sizing.png
Scale: 2 px per um.
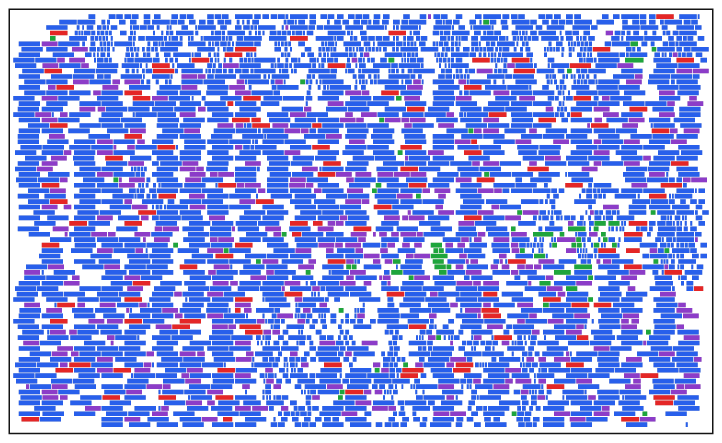
port_trees.png
Scale: 1 px per um.
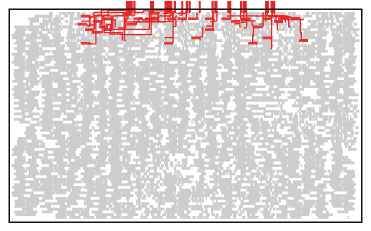
placed.png
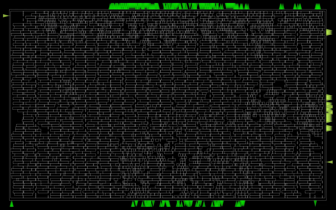
layers.png
Scale: 2 px per um. Two of the layers only.
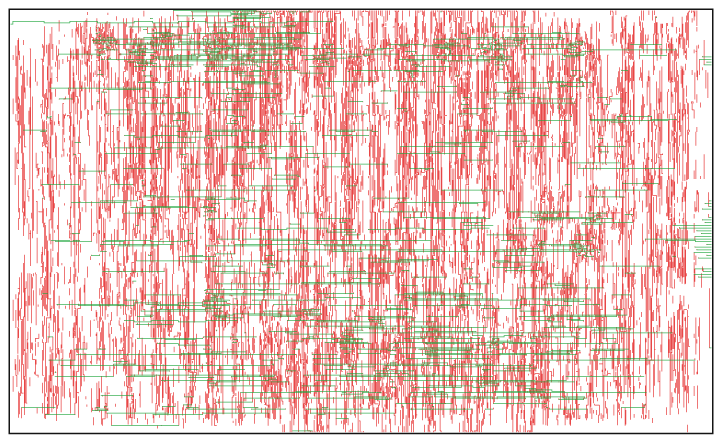
<file path="src/rtl/cache_pkg.sv">
// Shared types and address helpers for the set-associative write-back cache.
// Exports the FSM state enum, the byte-offset width and tag/index extractors.
package cache_pkg;

    typedef enum logic [1:0] {
        IDLE,
        WRITEBACK,
        FILL
    } state_t;

    localparam int OFFSET_W = 2;

    // Callers zero-extend the address to 64 bits and truncate the result.
    function automatic logic [63:0] addr_tag(input logic [63:0] addr,
                                             input int          index_w);
        return addr >> (index_w + OFFSET_W);
    endfunction

    function automatic logic [63:0] addr_index(input logic [63:0] addr,
                                               input int          index_w);
        return (addr >> OFFSET_W) & ((64'd1 << index_w) - 64'd1);
    endfunction

endpackage

</file>
<file path="src/rtl/cache_way_array.sv">
// One way of the cache: valid/dirty/tag/data storage for 2**INDEX_W sets.
// Ports: rd_idx_i -> valid_o/dirty_o/tag_o/data_o (async); we_i/wr_* (sync).
module cache_way_array
    import cache_pkg::*;
#(
    parameter int INDEX_W = 3,
    parameter int TAG_W   = 27,
    parameter int DATA_W  = 32
) (
    input  logic               clk,
    input  logic               rst_n,
    input  logic [INDEX_W-1:0] rd_idx_i,
    output logic               valid_o,
    output logic               dirty_o,
    output logic [TAG_W-1:0]   tag_o,
    output logic [DATA_W-1:0]  data_o,
    input  logic               we_i,
    input  logic [INDEX_W-1:0] wr_idx_i,
    input  logic               wr_valid_i,
    input  logic               wr_dirty_i,
    input  logic [TAG_W-1:0]   wr_tag_i,
    input  logic [DATA_W-1:0]  wr_data_i
);

    localparam int SETS = 2 ** INDEX_W;

    logic [SETS-1:0]   valid_q;
    logic [SETS-1:0]   dirty_q;
    logic [TAG_W-1:0]  tag_q  [SETS];
    logic [DATA_W-1:0] data_q [SETS];

    always_ff @(posedge clk or negedge rst_n) begin
        if (!rst_n) begin
            valid_q <= '0;
            dirty_q <= '0;
        end else if (we_i) begin
            valid_q[wr_idx_i] <= wr_valid_i;
            dirty_q[wr_idx_i] <= wr_dirty_i;
        end
    end

    // Tag/data are qualified by valid, so they need no reset.
    always_ff @(posedge clk) begin
        if (we_i) begin
            tag_q[wr_idx_i]  <= wr_tag_i;
            data_q[wr_idx_i] <= wr_data_i;
        end
    end

    assign valid_o = valid_q[rd_idx_i];
    assign dirty_o = dirty_q[rd_idx_i];
    assign tag_o   = tag_q[rd_idx_i];
    assign data_o  = data_q[rd_idx_i];

endmodule

</file>
<file path="src/rtl/cache_assoc_wb.sv">
// 1/2-way set-associative write-back, write-allocate cache, one-word lines.
// CPU: memRead/memWrite/address/value -> ready/done/out/hit; memory: req/ack.
module cache_assoc_wb
    import cache_pkg::*;
#(
    parameter int ADDR_W  = 32,
    parameter int DATA_W  = 32,
    parameter int INDEX_W = 3,
    parameter int WAYS    = 2,
    parameter int CNT_W   = 16
) (
    input  logic              clk,
    input  logic              rst_n,
    input  logic              memRead,
    input  logic              memWrite,
    input  logic [ADDR_W-1:0] address,
    input  logic [DATA_W-1:0] value,
    output logic              ready,
    output logic              done,
    output logic [DATA_W-1:0] out,
    output logic              hit,
    output logic              memReq,
    output logic              memWe,
    output logic [ADDR_W-1:0] memAddr,
    output logic [DATA_W-1:0] memWData,
    input  logic              memAck,
    input  logic [DATA_W-1:0] memRData,
    output logic [CNT_W-1:0]  hitCount,
    output logic [CNT_W-1:0]  missCount
);

    localparam int SETS  = 2 ** INDEX_W;
    localparam int TAG_W = ADDR_W - INDEX_W - OFFSET_W;

    if (WAYS != 1 && WAYS != 2) begin : g_bad_ways
        $error("cache_assoc_wb: WAYS must be 1 or 2");
    end

    state_t            state_q, state_d;
    logic              wr_op_q, wr_op_d;
    logic [ADDR_W-1:0] addr_q, addr_d;
    logic [DATA_W-1:0] wdata_q, wdata_d;
    logic              victim_q, victim_d;
    logic [DATA_W-1:0] out_q, out_d;
    logic              hit_q, hit_d;
    logic              done_q, done_d;
    logic [CNT_W-1:0]  hcnt_q, hcnt_d;
    logic [CNT_W-1:0]  mcnt_q, mcnt_d;
    logic [SETS-1:0]   lru_q, lru_d;

    logic [INDEX_W-1:0] in_idx, q_idx, rd_idx;
    logic [TAG_W-1:0]   in_tag, q_tag;

    assign in_idx = INDEX_W'(addr_index(64'(address), INDEX_W));
    assign in_tag = TAG_W'(addr_tag(64'(address), INDEX_W));
    assign q_idx  = INDEX_W'(addr_index(64'(addr_q), INDEX_W));
    assign q_tag  = TAG_W'(addr_tag(64'(addr_q), INDEX_W));
    // Look up the live request in IDLE, the latched one during transfers.
    assign rd_idx = (state_q == IDLE) ? in_idx : q_idx;

    logic [WAYS-1:0]    rv, rdirty, we;
    logic [TAG_W-1:0]   rtag  [WAYS];
    logic [DATA_W-1:0]  rdata [WAYS];
    logic               wr_valid, wr_dirty;
    logic [TAG_W-1:0]   wr_tag;
    logic [DATA_W-1:0]  wr_data;

    for (genvar w = 0; w < WAYS; w++) begin : g_way
        cache_way_array #(
            .INDEX_W(INDEX_W),
            .TAG_W  (TAG_W),
            .DATA_W (DATA_W)
        ) u_way (
            .clk       (clk),
            .rst_n     (rst_n),
            .rd_idx_i  (rd_idx),
            .valid_o   (rv[w]),
            .dirty_o   (rdirty[w]),
            .tag_o     (rtag[w]),
            .data_o    (rdata[w]),
            .we_i      (we[w]),
            .wr_idx_i  (rd_idx),
            .wr_valid_i(wr_valid),
            .wr_dirty_i(wr_dirty),
            .wr_tag_i  (wr_tag),
            .wr_data_i (wr_data)
        );
    end

    logic [WAYS-1:0]   hv;
    logic              any_hit, hit_way;
    logic [DATA_W-1:0] hit_data;
    logic              pick, pick_vd;
    logic [TAG_W-1:0]  vic_tag;
    logic [DATA_W-1:0] vic_data;

    always_comb begin
        hv       = '0;
        hit_way  = 1'b0;
        hit_data = '0;
        pick     = (WAYS == 2) ? lru_q[in_idx] : 1'b0;
        pick_vd  = 1'b0;
        vic_tag  = '0;
        vic_data = '0;
        for (int w = 0; w < WAYS; w++) begin
            hv[w] = rv[w] && (rtag[w] == in_tag);
            if (hv[w]) begin
                hit_way  = 1'(w);
                hit_data = rdata[w];
            end
        end
        // Descending scan so the lowest invalid way wins.
        for (int w = WAYS - 1; w >= 0; w--) begin
            if (!rv[w]) pick = 1'(w);
        end
        for (int w = 0; w < WAYS; w++) begin
            if (1'(w) == pick) pick_vd = rv[w] && rdirty[w];
            if (1'(w) == victim_q) begin
                vic_tag  = rtag[w];
                vic_data = rdata[w];
            end
        end
    end
    assign any_hit = |hv;

    always_comb begin
        state_d  = state_q;
        wr_op_d  = wr_op_q;
        addr_d   = addr_q;
        wdata_d  = wdata_q;
        victim_d = victim_q;
        out_d    = out_q;
        hit_d    = hit_q;
        done_d   = 1'b0;
        hcnt_d   = hcnt_q;
        mcnt_d   = mcnt_q;
        lru_d    = lru_q;
        we       = '0;
        wr_valid = 1'b0;
        wr_dirty = 1'b0;
        wr_tag   = '0;
        wr_data  = '0;
        memReq   = 1'b0;
        memWe    = 1'b0;
        memAddr  = '0;
        memWData = '0;
        unique case (state_q)
            IDLE: begin
                if (memRead || memWrite) begin
                    wr_op_d = memWrite;
                    addr_d  = address;
                    wdata_d = value;
                    if (any_hit) begin
                        hit_d         = 1'b1;
                        done_d        = 1'b1;
                        lru_d[in_idx] = ~hit_way;
                        if (!(&hcnt_q)) hcnt_d = hcnt_q + CNT_W'(1);
                        if (memWrite) begin
                            we       = hv;
                            wr_valid = 1'b1;
                            wr_dirty = 1'b1;
                            wr_tag   = in_tag;
                            wr_data  = value;
                            out_d    = value;
                        end else begin
                            out_d = hit_data;
                        end
                    end else begin
                        if (!(&mcnt_q)) mcnt_d = mcnt_q + CNT_W'(1);
                        victim_d = pick;
                        state_d  = pick_vd ? WRITEBACK : FILL;
                    end
                end
            end
            WRITEBACK: begin
                memReq   = 1'b1;
                memWe    = 1'b1;
                memAddr  = {vic_tag, q_idx, 2'b00};
                memWData = vic_data;
                if (memAck) begin
                    for (int w = 0; w < WAYS; w++)
                        we[w] = (1'(w) == victim_q);
                    wr_valid = 1'b1;
                    wr_dirty = 1'b0;
                    wr_tag   = vic_tag;
                    wr_data  = vic_data;
                    state_d  = FILL;
                end
            end
            FILL: begin
                memReq  = 1'b1;
                memAddr = {q_tag, q_idx, 2'b00};
                if (memAck) begin
                    for (int w = 0; w < WAYS; w++)
                        we[w] = (1'(w) == victim_q);
                    wr_valid     = 1'b1;
                    wr_dirty     = wr_op_q;
                    wr_tag       = q_tag;
                    wr_data      = wr_op_q ? wdata_q : memRData;
                    out_d        = wr_data;
                    hit_d        = 1'b0;
                    done_d       = 1'b1;
                    lru_d[q_idx] = ~victim_q;
                    state_d      = IDLE;
                end
            end
            default: state_d = IDLE;
        endcase
    end

    always_ff @(posedge clk or negedge rst_n) begin
        if (!rst_n) begin
            state_q  <= IDLE;
            wr_op_q  <= 1'b0;
            addr_q   <= '0;
            wdata_q  <= '0;
            victim_q <= 1'b0;
            out_q    <= '0;
            hit_q    <= 1'b0;
            done_q   <= 1'b0;
            hcnt_q   <= '0;
            mcnt_q   <= '0;
            lru_q    <= '0;
        end else begin
            state_q  <= state_d;
            wr_op_q  <= wr_op_d;
            addr_q   <= addr_d;
            wdata_q  <= wdata_d;
            victim_q <= victim_d;
            out_q    <= out_d;
            hit_q    <= hit_d;
            done_q   <= done_d;
            hcnt_q   <= hcnt_d;
            mcnt_q   <= mcnt_d;
            lru_q    <= lru_d;
        end
    end

    assign ready     = (state_q == IDLE);
    assign done      = done_q;
    assign out       = out_q;
    assign hit       = hit_q;
    assign hitCount  = hcnt_q;
    assign missCount = mcnt_q;

endmodule

</file>
<file path="config.mk">
export PLATFORM = sky130hd
export DESIGN_NAME = cache_assoc_wb
export DESIGN_NICKNAME = d
export VERILOG_FILES = /design/src/rtl/cache_pkg.sv /design/src/rtl/cache_way_array.sv /design/src/rtl/cache_assoc_wb.sv
export SDC_FILE = /design/constraint.sdc
export NUM_CORES = 2
export LEC_CHECK = 0
export CORE_ASPECT_RATIO = 0.6
export CORE_UTILIZATION = 65
export CTS_CLUSTER_DIAMETER = 150
export DETAILED_ROUTE_END_ITERATION = 6
export PLACE_DENSITY_LB_ADDON = 0.08
export SLEW_MARGIN = 10
export SYNTH_ARGS = -nofsm -noshare
export SYNTH_HDL_FRONTEND = slang
export SYNTH_HIERARCHICAL = 1
export SYNTH_SLANG_ARGS = --single-unit
</file>
<file path="constraint.sdc">
create_clock -name clk -period 18.15 [get_ports clk]
set_input_delay 2.7225 -clock clk [delete_from_list [all_inputs] [get_ports clk]]
set_output_delay 2.7225 -clock clk [all_outputs]
set_load 0.03 [all_outputs]
</file>
==> CHANGELOG.md <==
## Flow update

- Outcome: completed
- Sequential-to-total area share from yosys stat: 0.687
- Final Hold Fails: 0
- R2r setup slk: 9.44 ns
- Post-synth EDFFs: between 900 and 1,000
- Final setup viols: 0
- CTS tree: yes
- Final #Nets: 3,081
- Period minus WS final: about 11 ns
- Post-CTS Setup Repair Bufs: 0
- M1 WL: 50,000 um
- Yosys Instances: between 2,000 and 3,000
- Cells after synthesis: 2,770
- FA/HA/MAJ Cells, Area Fraction: 0.00158
- Pins Over Slew Limit: 0
- Most common logic cell in the routed design: edfxtp_1
- Post-Syn Area: between 40,000 and 50,000 um^2
- Final worst path period share: 0.620
- Reg-to-reg critical path endpoint: g_way[1].u_way/dirty_q[1]
- Relative max-transition margin: 0.141
- Post-Synth Simple-Gate Area: 0.0485
- First-pass GRT wire length: roughly 180,000 um
- Clk sinks: between 1,000 and 1,500
- CTS Buffer Depth: 3
- Antenna violations before repair: 8
- I/O Buffers: between 200 and 250
- Post-Place Setup Slack: 6.83 ns
- Cts hold-fix bufs: 0
- Leak pwr: roughly 18 nW
- Most instantiated logic cells after routing: 944 x edfxtp_1, 234 x mux4_2, 226 x clkdlybuf4s50_1, 183 x mux2_2, 179 x nand2_1
- CTS resizes: 0
- Placed Cells: 3,850
- Compound Share, Synth: 0.0450
- Final Wtd Congestion: 0.909
- Crit path to: memWData[26]
- H-tree Lvls: 3
- Max IR drop VDD: around 0.15 mV
- Log Warnings: 34
- Mux area share: 0.176
- Core area: between 70,000 and 80,000 um^2
- Largest net degree at the start of global routing: between 100 and 150
- R2r worst-path depth: 16
- Synth flops: roughly 1,100
- Critical path required time: around 15 ns
- DP Area: a little over 50,000 um^2
- Logic area: 13,800 um^2
- DP HPWL: 70,100 um
- 1st-iter DRT viols: ~3,600
- Chip height: between 200 and 250 um
- Fillers: 4,169
- Top Ports: between 200 and 250
- Die area: 74,200 um^2
- Max-Cap Viols: 0
- Metal3 WL: 12,600 um
- Synth warn: 6
- Max Clock Freq: 0.0889 GHz
- Register Area: roughly 33,000 um^2
- Cell area power density: approximately 160 nW/um^2
- Antenna Violating Nets Remaining: 0
- Yosys xor share: 0.0153
- Worst EP arrival: roughly 8.5 ns
- Syn Area/Cell: 17.1 um^2
- WL met2: 57,100 um
- Worst-path clk slew: approximately 0.070 ns
- Final Skew: roughly 0.031 ns
- Hold Path Class: reg2reg
- Worst-margin pin slew: 1.29 ns
- Row cnt: approximately 76
- Post-route DRC: 0
- Synth async-reset ratio: 0.154
- RSZ-0062 raised after global routing: no
- Worst-path fanout max: 72
- Worst r2r src: state_q[1]
- Highest metal used: met5
- Fin Setup TNS: 0 ns
- CP Capture Type: output pin
- Worst Setup SP: address[2]
- Top logic family: multiplexers
- Vias/cell: approximately 6.8
- GRT overflow: 0
- Synth unique cells: approximately 60
- Vias in the first global route: roughly 27,000
- CTS buffer count: around 96
- Die X: 351 um
- Clk root buf: clkbuf_16
About sizing.png:
x6 and larger: marked red, cells 124, most used clkbuf_16. x2: marked purple, cells 456, most used mux4_2. x1 and smaller: marked blue, cells 2,403, most used edfxtp_1. x3 and x4: marked green, cells 72, most used buf_4.
synth-to-layout area growth: 13.3%
post-route cell area: 53,800 um^2

About port_trees.png:
out: marked red, direction output, edge top, end cells 32, buffers 32, wire 1,460 um.

About placed.png:
Flop Count: 1,116
Finished Layout Cells: 4,034

About layers.png:
M3: marked green, wire length 12,600 um. M2: marked red, wire length 57.1 mm.
final wirelength: 122,000 um
GRT Overall Usage: 0.336
detailed-route via count: 27,400
WL/cell: 30.3 um

kinds of logic after synthesis:
kind of cell             after synthesis
buffers and inverters                251
flip-flops                          1116
multiplexers                         500
other                                  1
adder cells (fa/ha/maj)                6
AND-OR/OR-AND                        356
XOR/XNOR                              83
AND/OR/NAND/NOR                      457
through the flow:
step	total power, W	utilization
floorplan	0.00561	-
global placement	0.00642	0.703
detailed placement	0.00651	0.703
CTS	0.00862	0.747
global route	0.00896	0.748
finish	0.00865	0.748
final cells by class:
| cell class | instances | share of cell area |
|---|---|---|
| flip-flops and latches | 1116 | 0.607 |
| multi-input cells | 1404 | 0.256 |
| repair buffers | 273 | 0.0488 |
| clock buffers | 119 | 0.0476 |
| well taps | 975 | 0.0227 |
| clock inverters | 60 | 0.0124 |
| inverters | 83 | 0.00593 |
| diodes | 4 | 0.000186 |
Yosys cell counts, types with 6 or more instances:
cell	count	area [um^2]
nor4_1	11	68.8
and4bb_2	6	75.1
nand4_1	22	138
mux2i_1	67	671
nor2_1	78	293
a22o_1	27	236
buf_6	11	124
a22oi_1	27	203
mux4_2	234	5270
clkbuf_1	102	383
buf_2	30	150
mux4_1	12	315
a21oi_1	106	531
o21ai_0	133	666
nand3_1	15	75.1
ha_1	6	75.1
inv_1	83	312
edfxtp_1	944	28300
nand2_1	179	672
xnor2_1	51	447
o22ai_1	6	37.5
nand4b_1	7	61.3
mux2_2	185	2080
a211oi_1	32	240
a31oi_1	7	43.8
dfrtp_1	172	4300
buf_1	10	37.5
xor2_1	32	280
nor3_1	7	35.0
and2_1	31	194
buf_12	10	200
nor2b_1	65	407
where the power goes:
| group | switching, W | total [W] | internal, W | leakage, nW |
|---|---|---|---|---|
| registers | 0.000128 | 0.00334 | 0.00321 | 10.9 |
| clock network | 0.000931 | 0.00211 | 0.00118 | 1.58 |
| logic | 0.00187 | 0.00319 | 0.00133 | 6.00 |
| total | 0.00293 | 0.00865 | 0.00572 | 18.4 |
per-layer routing:
| layer | up-vias | track usage |
|---|---|---|
| li1 | 11300 | - |
| met4 | 4 | 0.0869 |
| met1 | 14200 | 0.505 |
| met5 | - | 0.00922 |
| met3 | 253 | 0.0738 |
| met2 | 1659 | 0.508 |
worst max-delay path, cell delays in order:
cell             delay (ns)
clkdlybuf4s50_1        0.72
mux2_8                 0.78
buf_4                  0.60
buf_4                  0.82
buf_4                  0.74
mux4_2                 0.59
mux2_2                 0.29
mux2i_1                0.21
nor2b_1                0.10
clkdlybuf4s50_1        0.69
registers in the layout (all words and copies together), names as in the netlist:
register and cells:
victim_q 1, g_way.u_way/tag_q 432, addr_q 30, g_way.u_way/valid_q 16, g_way.u_way/dirty_q 16, hit 1
wdata_q 32, lru_q 8, wr_op_q 1, g_way.u_way/data_q 512, done 1, missCount 16
state_q 2, hitCount 16, out 32
how the worst min path moves through the flow:
stage,start,end,slack (ns),depth (start not counted)
2_1_floorplan,addr_q[10],addr_q[10],0.45,2
3_3_place_gp,addr_q[6],addr_q[6],0.46,2
3_5_place_dp,addr_q[17],addr_q[17],0.47,2
4_1_cts,addr_q[17],addr_q[17],0.48,2
5_1_grt,addr_q[23],addr_q[23],0.49,2
6_report,addr_q[24],addr_q[24],0.48,2
Power is estimated from default activity; no workload was simulated.
